**config.mk**
```make
export PLATFORM = sky130hd
export DESIGN_NAME = ram_port_arbiter
export DESIGN_NICKNAME = d
export VERILOG_FILES = /design/src/rtl/ram_port_arbiter.sv
export SDC_FILE = /design/constraint.sdc
export NUM_CORES = 1
export LEC_CHECK = 0
export CAP_MARGIN = 20
export CORE_ASPECT_RATIO = 1.5
export CORE_MARGIN = 2
export CORE_UTILIZATION = 34
export CTS_CLUSTER_DIAMETER = 200
export DETAILED_ROUTE_END_ITERATION = 10
export PLACE_DENSITY = 0.76
export SLEW_MARGIN = 20
export SYNTH_ARGS = -nofsm -noshare
export SYNTH_HDL_FRONTEND = slang
export SYNTH_SLANG_ARGS = --single-unit
```
**constraint.sdc**
```tcl
create_clock -name clk -period 2.2 [get_ports clk]
set_clock_uncertainty 0.15 [all_clocks]
set_input_delay 0.66 -clock clk [delete_from_list [all_inputs] [get_ports clk]]
set_output_delay 0.66 -clock clk [all_outputs]
set_load 0.05 [all_outputs]
```
**src/rtl/ram_port_arbiter.sv**
```systemverilog
// ram_port_arbiter
//   Shares the single port of a 4096-word RAM (synchronous write,
//   combinational read) between two requesters using round-robin priority.
//   After reset it can sweep CLEAR_VAL into every word before it grants
//   any access.
//
// Ports
//   clk, rst_n                  clock (rising edge), synchronous active-low reset
//   rN_req/we/addr/wdata        requester N access request (N = 0 CPU, 1 loader)
//   rN_gnt                      request accepted this cycle
//   rN_rvalid/rdata             read data, one-cycle pulse; rdata held until the next read
//   mem_addr/mem_in/mem_load    RAM address, write data, write enable
//   mem_out                     RAM read data (combinational from mem_addr)
//   clear_done                  high once the sweep has completed
module ram_port_arbiter #(
  parameter int                 DATA_W    = 16,
  parameter int                 ADDR_W    = 12,
  parameter bit                 CLEAR_EN  = 1'b1,
  parameter logic [DATA_W-1:0]  CLEAR_VAL = '0
) (
  input  logic              clk,
  input  logic              rst_n,

  input  logic              r0_req,
  input  logic              r0_we,
  input  logic [ADDR_W-1:0] r0_addr,
  input  logic [DATA_W-1:0] r0_wdata,
  output logic              r0_gnt,
  output logic              r0_rvalid,
  output logic [DATA_W-1:0] r0_rdata,

  input  logic              r1_req,
  input  logic              r1_we,
  input  logic [ADDR_W-1:0] r1_addr,
  input  logic [DATA_W-1:0] r1_wdata,
  output logic              r1_gnt,
  output logic              r1_rvalid,
  output logic [DATA_W-1:0] r1_rdata,

  output logic [ADDR_W-1:0] mem_addr,
  output logic [DATA_W-1:0] mem_in,
  output logic              mem_load,
  input  logic [DATA_W-1:0] mem_out,

  output logic              clear_done
);

  typedef enum logic {
    ST_CLEAR = 1'b0,
    ST_RUN   = 1'b1
  } state_t;

  state_t            state, state_nxt;
  logic [ADDR_W-1:0] clr_cnt;
  logic              prio;      // requester that wins a tie
  logic              last_clr;

  assign last_clr = (clr_cnt == {ADDR_W{1'b1}});

  // ---------------------------------------------------------------------------
  // State register
  // ---------------------------------------------------------------------------
  // NOTE: every clocked assignment uses <= so all registers update together
  // from values sampled before the edge, independent of statement order.
  always_ff @(posedge clk) begin
    if (!rst_n) begin
      if (CLEAR_EN) state <= ST_CLEAR;
      else          state <= ST_RUN;
    end else begin
      state <= state_nxt;
    end
  end

  // ---------------------------------------------------------------------------
  // Next-state logic: the sweep ends after the last address; RUN is left
  // only through reset.
  // ---------------------------------------------------------------------------
  // NOTE: assigning a default before any branch keeps this block purely
  // combinational; a path that skips the assignment would infer a latch.
  always_comb begin
    state_nxt = state;
    if (state == ST_CLEAR && last_clr) state_nxt = ST_RUN;
  end

  // ---------------------------------------------------------------------------
  // Output logic: grant selection and RAM drive
  // ---------------------------------------------------------------------------
  always_comb begin
    r0_gnt   = 1'b0;
    r1_gnt   = 1'b0;
    mem_addr = '0;
    mem_in   = '0;
    mem_load = 1'b0;
    if (state == ST_CLEAR) begin
      // The sweep keeps driving the RAM even while reset is asserted; those
      // words are rewritten once the restarted sweep reaches them.
      mem_addr = clr_cnt;
      mem_in   = CLEAR_VAL;
      mem_load = 1'b1;
    end else if (rst_n) begin
      // Grants are suppressed during reset so a write can never be committed
      // on an edge that also resets the controller.
      r0_gnt = r0_req & (~r1_req | ~prio);
      r1_gnt = r1_req & (~r0_req |  prio);
      if (r0_gnt) begin
        mem_addr = r0_addr;
        mem_in   = r0_we ? r0_wdata : '0;
        mem_load = r0_we;
      end else if (r1_gnt) begin
        mem_addr = r1_addr;
        mem_in   = r1_we ? r1_wdata : '0;
        mem_load = r1_we;
      end
    end
  end

  // ---------------------------------------------------------------------------
  // Sweep counter, priority and read-return registers
  // ---------------------------------------------------------------------------
  always_ff @(posedge clk) begin
    if (!rst_n) begin
      clr_cnt    <= '0;
      prio       <= 1'b0;
      clear_done <= ~CLEAR_EN;
      r0_rvalid  <= 1'b0;
      r1_rvalid  <= 1'b0;
      r0_rdata   <= '0;
      r1_rdata   <= '0;
    end else begin
      if (state == ST_CLEAR) begin
        clr_cnt <= clr_cnt + 1'b1;
        if (last_clr) clear_done <= 1'b1;
      end

      // Round robin: the requester just served drops to lower priority.
      if (r0_gnt)      prio <= 1'b1;
      else if (r1_gnt) prio <= 1'b0;

      // Read data is captured from the combinational RAM output during the
      // grant cycle and presented, with its valid pulse, in the next cycle.
      r0_rvalid <= r0_gnt & ~r0_we;
      r1_rvalid <= r1_gnt & ~r1_we;
      if (r0_gnt && !r0_we) r0_rdata <= mem_out;
      if (r1_gnt && !r1_we) r1_rdata <= mem_out;
    end
  end

endmodule

```
==> images/placement.png <==
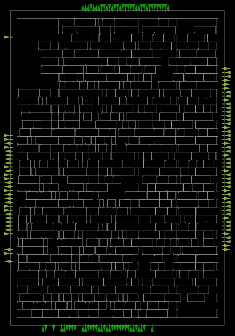
post-layout util: 0.727
core footprint: 0.00718 mm^2

==> images/flops_by_reg.png <==
Scale: 3 px per um. Other sequential cells in the stronger gray, the rest of the logic in the fainter gray.
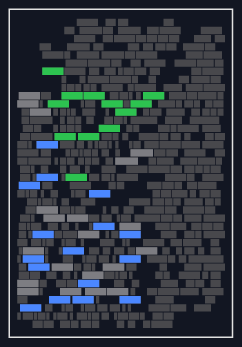
blue -> r0_rdata  # flops 16
green -> clr_cnt  # flops 12
register area: 963 um^2
sequential share of cell area: 0.185
P_seq: 879 uW

==> results.ini <==
[status]
outcome = finished, violations left
violations = negative setup slack

[clock_tree]
root_buffer = clkbuf_8
cts_tree = yes
hold_buffers = 0
path_clk_slew_ns = 0.08

[setup_path]
crit_family = buffers and inverters
crit_start = r1_req
cp_max_fo = 14
crit_type = in2out
worstPathRequired_ns = 1.39
r2r-start = prio
r2r_cells = 10
worstReg2RegEnd = r0_rdata[8]
crit_end = mem_addr[8]
r2r_slack_ns = 0.19

[final_timing]
fin_tns_setup_ns = -9.22
slew_headroom = 0.668
report.final.slew_viol_count = 0
setup_ws_ns = -0.345
finalCritPeriodShare = 1.16
fmax_ghz = 0.393
setup_viol = 31
rsz0062_at_grt = yes

[power]
p_sw_uw = 440
vdd_drop_max_uv = 425
pg_clk_uw = 485
switching_share = 0.250
p_comb_frac = 0.224
p_int_mw = 1.32

[cells_and_area]
final-comb-area_mm2 = 0.00186
n_antenna_cell = 0
post_route_cells_drive_above_1_share = 0.389
multiInputCombCellCount = 211
layout.cells.non_filler = 553
buf_share = 0.419
top_regs = r0_rdata (16), r1_rdata (16), clr_cnt (12)
n_fill_cell = 515
final_cell_mix = 65 x clkdlybuf4s50_1, 53 x nand2_1, 52 x buf_4
num-nonclk-buffers = 185
finalInstanceArea_mm2 = 0.00522

[run]
tool_warnings = 29
maxCapViolations = 0

[synth]
synth.top_cells.by_area = dfxtp_1 39%, mux2i_1 14%, nand2_1 8.0%
netlist_instances = 288
largest_area_cell = dfxtp_1
synth-edff-count = 0
synth_chip_area_mm2 = 0.00249
simple_gate_share = 0.271
synth.most_common_cell = nand2_1
synthXorXnorAreaFrac = 0.0105
ys.flop_type = dfxtp_1
ys.flops = 48
synth_adder_area_share = 0.00502
synth.avg_cell_area_um2 = 8.65
synth_area_mm2 = 0.00249
synthAoiAreaFrac = 0.122

[place]
dp.cells = 525
dp_hpwl_um = 6200
routabilityCongestion = 0.754

[detailed_routing]
wl_met2_um = 5030
via_per_inst = 5.11
wl_um = 9050
drt-wirelength-per-cell_um = 16.4
vias = 2828
initialDrtViolationCount = 78

[global_route]
grt_pass1_vias = 2885
use_met3 = 0.0499
use_met1 = 0.238
grt_usage = 0.224
grt_first_pass_wirelength_um = 13900
grt_use_met2 = 0.424

[worst_hold_path]
hp-start = r1_rdata[10]

[floorplan]
die-area_mm2 = 0.00804
die_w_um = 73.9
taps = 100

Power figures rest on the tool's default switching activity, not on a simulated workload.
